File: src/rtl/sprite_blitter_if.sv
// Pixel-pipeline bundle between VGA timing/sprite ROM (master) and sprite_blitter (slave).
// Carries the optional mirror control when SPRITE_BLITTER_MIRROR_EN is defined.
// No handshake: every signal is sampled or driven once per pixel clock.
interface sprite_blitter_if #(
    parameter int ADDR_W = 11,
    parameter int IDX_W  = 6
);
    logic [9:0]        DrawX;
    logic [9:0]        DrawY;
    logic              blank;
    logic [9:0]        pos_x;
    logic [9:0]        pos_y;
    logic              pos_wr;
    logic              anim_en;
`ifdef SPRITE_BLITTER_MIRROR_EN
    logic              mirror;
`endif
    logic [ADDR_W-1:0] rom_addr;
    logic [IDX_W-1:0]  rom_q;
    logic [IDX_W-1:0]  pix_idx;
    logic              pix_hit;
    logic              blank_d;

`ifdef SPRITE_BLITTER_MIRROR_EN
    modport master (
        output DrawX, DrawY, blank, pos_x, pos_y, pos_wr, anim_en, mirror, rom_q,
        input  rom_addr, pix_idx, pix_hit, blank_d
    );
    modport slave (
        input  DrawX, DrawY, blank, pos_x, pos_y, pos_wr, anim_en, mirror, rom_q,
        output rom_addr, pix_idx, pix_hit, blank_d
    );
`else
    modport master (
        output DrawX, DrawY, blank, pos_x, pos_y, pos_wr, anim_en, rom_q,
        input  rom_addr, pix_idx, pix_hit, blank_d
    );
    modport slave (
        input  DrawX, DrawY, blank, pos_x, pos_y, pos_wr, anim_en, rom_q,
        output rom_addr, pix_idx, pix_hit, blank_d
    );
`endif
endinterface

File: src/rtl/sprite_blitter.sv
// Positioned, power-of-two scaled, animated sprite layer; optional horizontal flip via SPRITE_BLITTER_MIRROR_EN.
// Latency: fixed 3 vga_clk cycles from DrawX/DrawY to pix_idx/pix_hit/blank_d.
// Backpressure: none; the pipeline advances every cycle and never stalls.
module sprite_blitter #(
    parameter int SPR_W           = 16,
    parameter int SPR_H           = 16,
    parameter int NUM_FRAMES      = 4,
    parameter int SCALE_SHIFT     = 1,
    parameter int ADDR_W          = 11,
    parameter int IDX_W           = 6,
    parameter int TRANSPARENT_IDX = 0,
    parameter int ANIM_DIV        = 8,
    parameter int COMMIT_LINE     = 480
) (
    input logic           vga_clk,
    input logic           reset_n,
    sprite_blitter_if.slave bus
);
    localparam int FRAME_SZ = SPR_W * SPR_H;
    localparam int W_LIM    = SPR_W << SCALE_SHIFT;
    localparam int H_LIM    = SPR_H << SCALE_SHIFT;
    localparam int FRM_W    = (NUM_FRAMES > 1) ? $clog2(NUM_FRAMES) : 1;
    localparam int DIV_W    = (ANIM_DIV > 1) ? $clog2(ANIM_DIV) : 1;

    // Position and animation state
    logic [9:0]       shadow_x_q, shadow_y_q;
    logic [9:0]       act_x_q, act_y_q;
    logic [FRM_W-1:0] frame_q;
    logic [DIV_W-1:0] div_q;
    logic             commit;

    // Pipeline state
    logic [10:0]       dx, dy;
    logic [9:0]        lx_raw, ly;
    logic [31:0]       lx_w;
    logic              s0_hit_d;
    logic [ADDR_W-1:0] rom_addr_d, rom_addr_q;
    logic              hit_q, blank_q;
    logic              hit_dd_q, blank_dd_q;
    logic              pix_hit_d, pix_hit_q;
    logic [IDX_W-1:0]  pix_idx_d, pix_idx_q;
    logic              blank_d_q;

`ifdef SPRITE_BLITTER_MIRROR_EN
    logic mirror_q;
`endif

    assign commit = (bus.DrawX == 10'd0) && (bus.DrawY == 10'(COMMIT_LINE));

    // Active position only changes during vertical blank, so the visible frame never tears.
    always_ff @(posedge vga_clk or negedge reset_n) begin
        if (!reset_n) begin
            shadow_x_q <= '0;
            shadow_y_q <= '0;
            act_x_q    <= '0;
            act_y_q    <= '0;
            frame_q    <= '0;
            div_q      <= '0;
        end else begin
            if (bus.pos_wr) begin
                shadow_x_q <= bus.pos_x;
                shadow_y_q <= bus.pos_y;
            end
            if (commit) begin
                act_x_q <= shadow_x_q;
                act_y_q <= shadow_y_q;
                if (bus.anim_en) begin
                    if (div_q == DIV_W'(ANIM_DIV - 1)) begin
                        div_q   <= '0;
                        frame_q <= (frame_q == FRM_W'(NUM_FRAMES - 1)) ? '0 : frame_q + 1'b1;
                    end else begin
                        div_q <= div_q + 1'b1;
                    end
                end
            end
        end
    end

`ifdef SPRITE_BLITTER_MIRROR_EN
    always_ff @(posedge vga_clk or negedge reset_n) begin
        if (!reset_n) begin
            mirror_q <= 1'b0;
        end else if (commit) begin
            mirror_q <= bus.mirror;
        end
    end
`endif

    // Stage 0: sprite-relative offset; bit 10 of dx/dy flags a pixel left of / above the sprite.
    always_comb begin
        dx       = {1'b0, bus.DrawX} - {1'b0, act_x_q};
        dy       = {1'b0, bus.DrawY} - {1'b0, act_y_q};
        lx_raw   = dx[9:0] >> SCALE_SHIFT;
        ly       = dy[9:0] >> SCALE_SHIFT;
        s0_hit_d = ~dx[10] && ~dy[10]
                && (32'(dx[9:0]) < 32'(W_LIM))
                && (32'(dy[9:0]) < 32'(H_LIM));
`ifdef SPRITE_BLITTER_MIRROR_EN
        lx_w = mirror_q ? (32'(SPR_W - 1) - 32'(lx_raw)) : 32'(lx_raw);
`else
        lx_w = 32'(lx_raw);
`endif
        rom_addr_d = rom_addr_q;
        if (s0_hit_d) begin
            rom_addr_d = ADDR_W'(32'(frame_q) * 32'(FRAME_SZ) + 32'(ly) * 32'(SPR_W) + lx_w);
        end
    end

    // Stage 2: opacity test on the ROM word that arrived this cycle.
    always_comb begin
        pix_hit_d = hit_dd_q && blank_dd_q && (bus.rom_q != IDX_W'(TRANSPARENT_IDX));
        pix_idx_d = pix_hit_d ? bus.rom_q : '0;
    end

    always_ff @(posedge vga_clk or negedge reset_n) begin
        if (!reset_n) begin
            rom_addr_q <= '0;
            hit_q      <= 1'b0;
            blank_q    <= 1'b0;
            hit_dd_q   <= 1'b0;
            blank_dd_q <= 1'b0;
            pix_hit_q  <= 1'b0;
            pix_idx_q  <= '0;
            blank_d_q  <= 1'b0;
        end else begin
            rom_addr_q <= rom_addr_d;
            hit_q      <= s0_hit_d;
            blank_q    <= bus.blank;
            hit_dd_q   <= hit_q;
            blank_dd_q <= blank_q;
            pix_hit_q  <= pix_hit_d;
            pix_idx_q  <= pix_idx_d;
            blank_d_q  <= blank_dd_q;
        end
    end

    assign bus.rom_addr = rom_addr_q;
    assign bus.pix_hit  = pix_hit_q;
    assign bus.pix_idx  = pix_idx_q;
    assign bus.blank_d  = blank_d_q;

endmodule

File: src/flat_wrapper.sv
// flat-port wrapper written by rule: the top's interface ports become plain ports
module sprite_blitter_flat 
#(
    parameter int SPR_W           = 16,
    parameter int SPR_H           = 16,
    parameter int NUM_FRAMES      = 4,
    parameter int SCALE_SHIFT     = 1,
    parameter int ADDR_W          = 11,
    parameter int IDX_W           = 6,
    parameter int TRANSPARENT_IDX = 0,
    parameter int ANIM_DIV        = 8,
    parameter int COMMIT_LINE     = 480
)
  (vga_clk, reset_n, bus_DrawX, bus_DrawY, bus_blank, bus_pos_x, bus_pos_y, bus_pos_wr, bus_anim_en, bus_rom_q, bus_rom_addr, bus_pix_idx, bus_pix_hit, bus_blank_d);
  sprite_blitter_if #(.ADDR_W(ADDR_W), .IDX_W(IDX_W)) bus_i ();
  input logic vga_clk;
  input logic reset_n;
  input wire logic [$bits(bus_i.DrawX)-1:0] bus_DrawX;
  input wire logic [$bits(bus_i.DrawY)-1:0] bus_DrawY;
  input wire logic [$bits(bus_i.blank)-1:0] bus_blank;
  input wire logic [$bits(bus_i.pos_x)-1:0] bus_pos_x;
  input wire logic [$bits(bus_i.pos_y)-1:0] bus_pos_y;
  input wire logic [$bits(bus_i.pos_wr)-1:0] bus_pos_wr;
  input wire logic [$bits(bus_i.anim_en)-1:0] bus_anim_en;
  input wire logic [$bits(bus_i.rom_q)-1:0] bus_rom_q;
  output wire logic [$bits(bus_i.rom_addr)-1:0] bus_rom_addr;
  output wire logic [$bits(bus_i.pix_idx)-1:0] bus_pix_idx;
  output wire logic [$bits(bus_i.pix_hit)-1:0] bus_pix_hit;
  output wire logic [$bits(bus_i.blank_d)-1:0] bus_blank_d;
  assign bus_i.DrawX = bus_DrawX;
  assign bus_i.DrawY = bus_DrawY;
  assign bus_i.blank = bus_blank;
  assign bus_i.pos_x = bus_pos_x;
  assign bus_i.pos_y = bus_pos_y;
  assign bus_i.pos_wr = bus_pos_wr;
  assign bus_i.anim_en = bus_anim_en;
  assign bus_i.rom_q = bus_rom_q;
  assign bus_rom_addr = bus_i.rom_addr;
  assign bus_pix_idx = bus_i.pix_idx;
  assign bus_pix_hit = bus_i.pix_hit;
  assign bus_blank_d = bus_i.blank_d;
  sprite_blitter #(.SPR_W(SPR_W), .SPR_H(SPR_H), .NUM_FRAMES(NUM_FRAMES), .SCALE_SHIFT(SCALE_SHIFT), .ADDR_W(ADDR_W), .IDX_W(IDX_W), .TRANSPARENT_IDX(TRANSPARENT_IDX), .ANIM_DIV(ANIM_DIV), .COMMIT_LINE(COMMIT_LINE)) u_core (.vga_clk(vga_clk), .reset_n(reset_n), .bus(bus_i));
endmodule
File: config.mk
export PLATFORM = sky130hd
export DESIGN_NAME = sprite_blitter_flat
export DESIGN_NICKNAME = d
export VERILOG_FILES = /design/src/rtl/sprite_blitter_if.sv /design/src/rtl/sprite_blitter.sv /design/src/flat_wrapper.sv
export SDC_FILE = /design/constraint.sdc
export NUM_CORES = 1
export LEC_CHECK = 0
export CAP_MARGIN = 20
export CORE_MARGIN = 2
export CORE_UTILIZATION = 55
export CTS_CLUSTER_SIZE = 14
export DETAILED_ROUTE_END_ITERATION = 10
export PLACE_DENSITY = 0.91
export SYNTH_ARGS = -nofsm -noshare
export SYNTH_HDL_FRONTEND = slang
export SYNTH_SLANG_ARGS = --single-unit
File: constraint.sdc
create_clock -name vga_clk -period 7.8 [get_ports vga_clk]
set_input_delay 1.56 -clock vga_clk [delete_from_list [all_inputs] [get_ports vga_clk]]
set_output_delay 1.56 -clock vga_clk [all_outputs]
set_load 0.01 [all_outputs]
==> impl_metrics.csv, run 1 <==
group,metric,value,unit
run_status,outcome,"completed",
final_timing,worst_hold_slack,0.356,ns
synthesis,ff_type,"dfrtp_1",
place,pre_cts_slack,2.59,ns
floorplan,fp.coreArea,0.00672,mm²
finish,clkbuf_count,10,
worst_setup_path,r2r_slack,4.21,ns
cts,htreeDepth,3,
synthesis,top_cells_by_count,"68 x dfrtp_1, 31 x ha_1, 30 x inv_1",
finish,most-common-layout-cells,"68 x clkdlybuf4s50_1, 68 x dfrtp_1, 31 x ha_1, 30 x inv_1, 29 x nand2_1",
place,place.gp.congestion,0.882,
synthesis,yosysWarnings,0,
finish,combGateArea,0.00190,mm²
worst_setup_path,worst-path-stages,16,
global_route,grt_start_max_net_pins,69,
detailed_routing,vias,2747,
place,numPortBuffers,69,
detailed_routing,dr.first_iter.drc_count,130,
synthesis,logic_family,"adder cells",
worst_setup_path,timing.rr.end,"u_core.bus.rom_addr[10]",
global_route,grt_busiest_layer,"met2",
synthesis,postSynthSeqShare,45.2,%
global_route,use_met1,26.0,%
worst_setup_path,max_stage_delay,0.44,ns
place,hpwl,5.76,mm
synthesis,netlist_instances,344,
finish,clock_area_share,4.34,%
power_and_ir_drop,ir_drop,0.105,mV
worst_setup_path,reg2reg_from,"u_core.act_x_q[2]",
power_and_ir_drop,p_switching,0.000176,W
final_timing,fmax,204,MHz
synthesis,fp_nets,430,
detailed_routing,detail_route.wl_per_cell,14.8,µm
finish,nets,502,
synthesis,synth.area.mux_share,11.8,%
cts,cts_setup_buffers,0,
final_timing,setup_viol,0,
synthesis,aoi_share,11.6,%
finish,stdcell_count,500,
finish,dominant_cells,"multi-input combinational cells",
power_and_ir_drop,power_frac_comb,13.2,%
detailed_routing,ant_nets,0,
cts,cts-root-buf,"clkbuf_8",
cts,numClockSinks,68,
final_timing,finClkSkew,0.0100,ns
synthesis,ys_area,0.00377,mm²
**Run 1: register map, names as in the netlist**

Drawn at 4 px/µm. Other sequential cells in the stronger grey, the rest of the logic in the fainter grey.
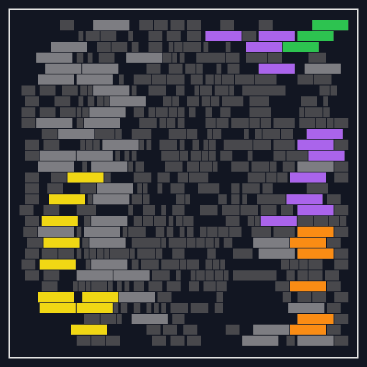
- `u_core.shadow_y_q`: yellow (flops 10; where bottom left)
- `u_core.div_q`: green (flops 3)
- `u_core.bus.pix_idx`: orange (flops 6; where bottom right)
- `u_core.bus.rom_addr`: purple (flops 11)
- not coloured: 38
Seq area share: 36.0%
Flop area: 0.00170 mm²
final core occ: 70.3%

**Run 1: met3 routing**

Drawn at 6 px/µm.
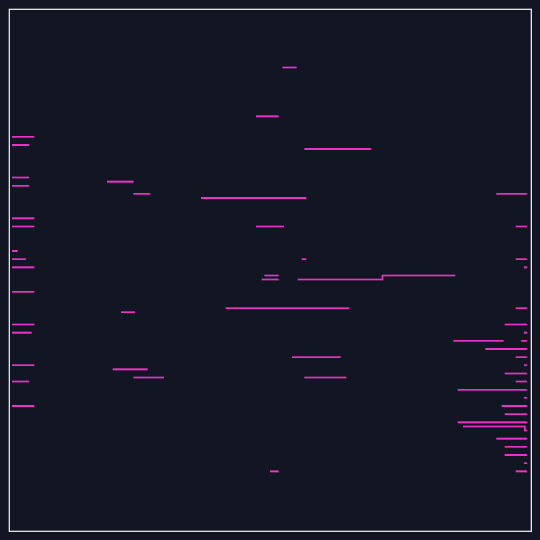
- share of all routed wire: 3.5%
- wire length on this layer: 259 µm
- nets with wire on the layer: 47
- longest straight run: 20.2 µm
- main direction: horizontal
met3 usage: 4.19%
final wirelength: 7.40 mm

**Run 1: cells by drive strength**

Drawn at 6 px/µm.
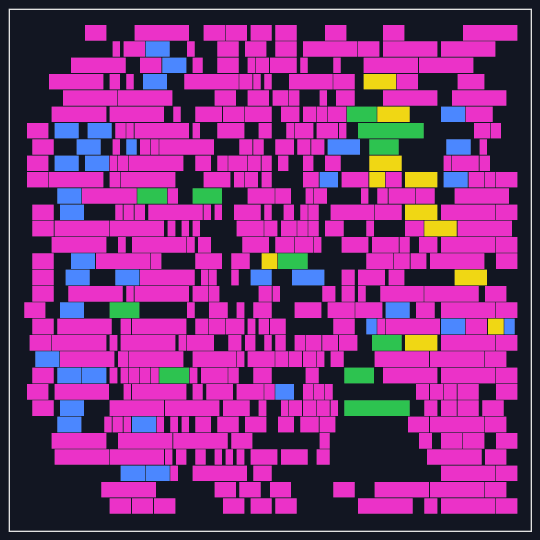
- x1 and smaller: magenta (cells 363; share 86%)
- x3 and x4: yellow (cells 11; share 2.6%)
- x2: blue (cells 35; share 8.3%)
- x6 and larger: green (cells 11; share 2.6%)
Final WS setup: 2.91 ns
synth-to-layout area growth: 25.4%
Non-Filler Cell Area, Final: 0.00472 mm²

**Run 1: clock routing**

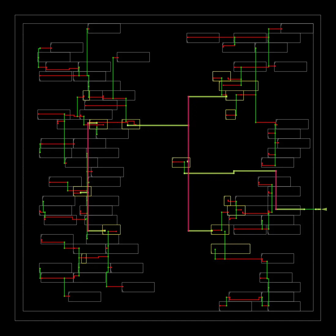
Num CTS Buffers: 9
FF+latch count: 68

**Run 1: signal metal coverage by tile**

Drawn at 4 px/µm. 17 x 17 tiles, from black (low) to pale yellow (high), scaled to the fullest tile. Values are wire area over tile area, all layers added.
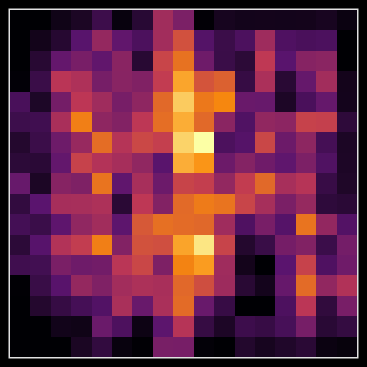

## Run 2: what changed since run 1
--- a/config.mk
+++ b/config.mk
@@ -7,10 +7,10 @@
 export LEC_CHECK = 0
 export CAP_MARGIN = 20
 export CORE_MARGIN = 2
-export CORE_UTILIZATION = 55
+export CORE_UTILIZATION = 47
 export CTS_CLUSTER_SIZE = 14
 export DETAILED_ROUTE_END_ITERATION = 10
-export PLACE_DENSITY = 0.91
+export PLACE_DENSITY = 0.84
 export SYNTH_ARGS = -nofsm -noshare
 export SYNTH_HDL_FRONTEND = slang
 export SYNTH_SLANG_ARGS = --single-unit
==> constraint.sdc (replaced) <==
create_clock -name vga_clk -period 4 [get_ports vga_clk]
set_input_delay 0.8 -clock vga_clk [delete_from_list [all_inputs] [get_ports vga_clk]]
set_output_delay 0.8 -clock vga_clk [all_outputs]
set_load 0.01 [all_outputs]
**Run 2: signal metal coverage by tile**

Drawn at 4 px/µm. 19 x 19 tiles, from black (low) to pale yellow (high), scaled to the fullest tile. Values are wire area over tile area, all layers added.
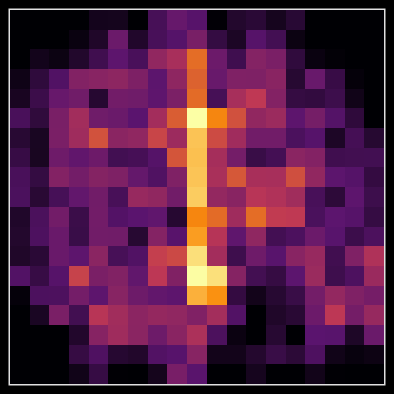
- nearly empty tiles: 13%
- emptiest ninth of the die: top right
- densest ninth of the die: middle
per-cell routed wire length: 14.0 µm
final wirelength: 7.69 mm
GRT Util Overall: 18.6%
DR vias: 2,819

**Run 2: met3 routing**

Drawn at 4 px/µm.
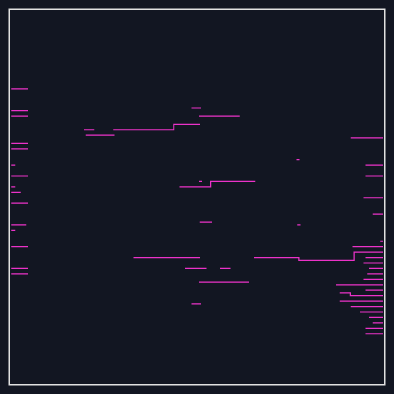
- nets with wire on the layer: 45
- longest straight run: 16.3 µm
met3 usage: 4.59%

==> run 2 against run 1 <==
Wire length grew 3.9%. Global-route usage shrank 2.0 points. Clock-buffer cell count is the same. Core utilization shrank 5.3 points. Critical path depth shrank 4. Hold slack is essentially flat. Register-to-register slack lost 3.6 ns. Worst setup slack lost 2.8 ns. Critical endpoint is now u_core.bus.rom_addr[9].
==> impl_metrics.csv, run 2 <==
group,metric,value,unit
final_timing,setup_viol,0,
worst_setup_path,worst-path-stages,12,
synthesis,aoi_share,11.6,%
synthesis,top_cells_by_count,"68 x dfrtp_1, 31 x ha_1, 30 x inv_1",
finish,ff_count,68,
detailed_routing,dr.first_iter.drc_count,121,
finish,most-common-layout-cells,"68 x dfrtp_1, 67 x clkdlybuf4s50_1, 30 x inv_1, 30 x ha_1",
cts,numClockSinks,68,
finish,syn_to_final_growth,33.3,%
run_status,outcome,"completed",
global_route,use_met1,22.8,%
cts,htreeDepth,3,
worst_setup_path,timing.rr.end,"u_core.bus.rom_addr[10]",
global_route,grt_start_max_net_pins,46,
place,hpwl,6.08,mm
final_timing,setup_slack,0.142,ns
worst_setup_path,max_stage_delay,0.47,ns
floorplan,fp.coreArea,0.00773,mm²
finish,clkbuf_count,10,
power_and_ir_drop,ir_drop,0.220,mV
finish,stdcell_area,0.00502,mm²
worst_setup_path,r2r_slack,0.65,ns
cts,cts_setup_buffers,0,
synthesis,ff_type,"dfrtp_1",
finish,stdcell_count,550,
final_timing,fmax,259,MHz
synthesis,synth.area.mux_share,11.8,%
finish,combGateArea,0.00193,mm²
synthesis,yosysWarnings,0,
synthesis,postSynthSeqShare,45.2,%
finish,regArea,0.00170,mm²
synthesis,logic_family,"adder cells",
finish,clock_area_share,4.76,%
worst_setup_path,reg2reg_from,"u_core.act_x_q[2]",
cts,cts-root-buf,"clkbuf_8",
cts,numCtsBuffers,9,
finish,nets,529,
final_timing,finClkSkew,0.00732,ns
synthesis,netlist_instances,344,
## Run 3: what changed since run 2
--- a/config.mk
+++ b/config.mk
@@ -5,7 +5,7 @@
 export SDC_FILE = /design/constraint.sdc
 export NUM_CORES = 1
 export LEC_CHECK = 0
-export CAP_MARGIN = 20
+export CAP_MARGIN = 0
 export CORE_MARGIN = 2
 export CORE_UTILIZATION = 47
 export CTS_CLUSTER_SIZE = 14
**Run 3: met3 routing**

Drawn at 4 px/µm.
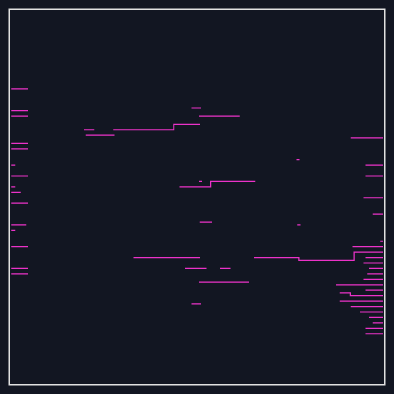
- wire length on this layer: 302 µm
- nets with wire on the layer: 45
- share of all routed wire: 3.9%
- main direction: horizontal
- longest straight run: 16.3 µm

**Run 3: clock routing**

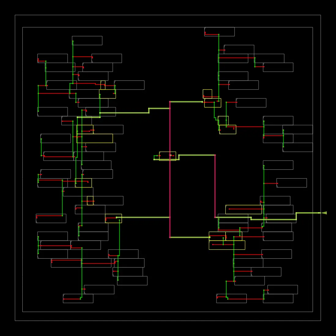
clock skew: 0.00732 ns
clkbuf count: 10
CTS Sinks: 68
worst-skew pair later-pin latency: 0.34 ns
power in the clock group: 0.000664 W

==> run 3 against run 2 <==
Final cell count unchanged. Core utilization unchanged. Final area is the same. Sequential share of layout area is the same. Clock power barely moved. Clock skew stayed put. Largest cell class unchanged. Worst setup slack unchanged. Largest power group unchanged. Hold slack stayed put. Die area did not move.
==> impl_metrics.csv, run 3 <==
group,metric,value,unit
finish,largest_reg_flops,11,
synthesis,synth_area,0.00377,mm²
place,post_dp_cell_area,0.00475,mm²
detailed_routing,routed_wl,7.69,mm
worst_setup_path,crit_chain,"clkdlybuf4s50_1 > ha_1 > a21o_1 > or3b_2 > o211ai_1 > ha_1 > ha_1 > fa_1 > a21o_1 > a21oi_1 > xnor2_1 > mux2_4",
final_timing,setup_slack,0.142,ns
finish,clock_area_share,4.76,%
finish,most-common-layout-cells,"68 x dfrtp_1, 67 x clkdlybuf4s50_1, 30 x inv_1, 30 x ha_1",
synthesis,netlist_instances,344,
cts,numCtsBuffers,9,
detailed_routing,vias,2819,
final_timing,setup_viol,0,
power_and_ir_drop,pg_comb,0.000224,W
detailed_routing,detail_route.wl_per_cell,14.0,µm
synthesis,top_cells_by_count,"68 x dfrtp_1, 31 x ha_1, 30 x inv_1",
synthesis,logic_family,"adder cells",
finish,syn_to_final_growth,33.3,%
global_route,grt_util_met3,4.59,%
worst_setup_path,worstPathMaxFanout,3,
synthesis,postSynthSeqShare,45.2,%
global_route,grt_start_max_net_pins,46,
finish,stdcell_count,550,
cts,cts-root-buf,"clkbuf_8",
run_status,outcome,"completed",
global_route,grt_usage,18.6,%
finish,stdcell_area,0.00502,mm²
final_timing,fin_crit,3.86,ns
power_and_ir_drop,p_seq_share,44.8,%
finish,nets,529,
global_route,use_met1,22.8,%
synthesis,ff_type,"dfrtp_1",
synthesis,yosysWarnings,0,
worst_setup_path,r2r_slack,0.65,ns
worst_setup_path,max_stage_delay,0.47,ns
synthesis,synth.area.mux_share,11.8,%
cts,cts_setup_buffers,0,
worst_setup_path,reg2reg_from,"u_core.act_x_q[2]",
detailed_routing,dr.first_iter.drc_count,121,
place,hpwl,6.08,mm
final_timing,fmax,259,MHz
place,numPortBuffers,69,
worst_setup_path,timing.rr.end,"u_core.bus.rom_addr[10]",
worst_setup_path,worst-path-stages,12,
power_and_ir_drop,ir_drop,0.220,mV
finish,ff_count,68,
synthesis,aoi_share,11.6,%
Power and IR drop assume default switching activity.
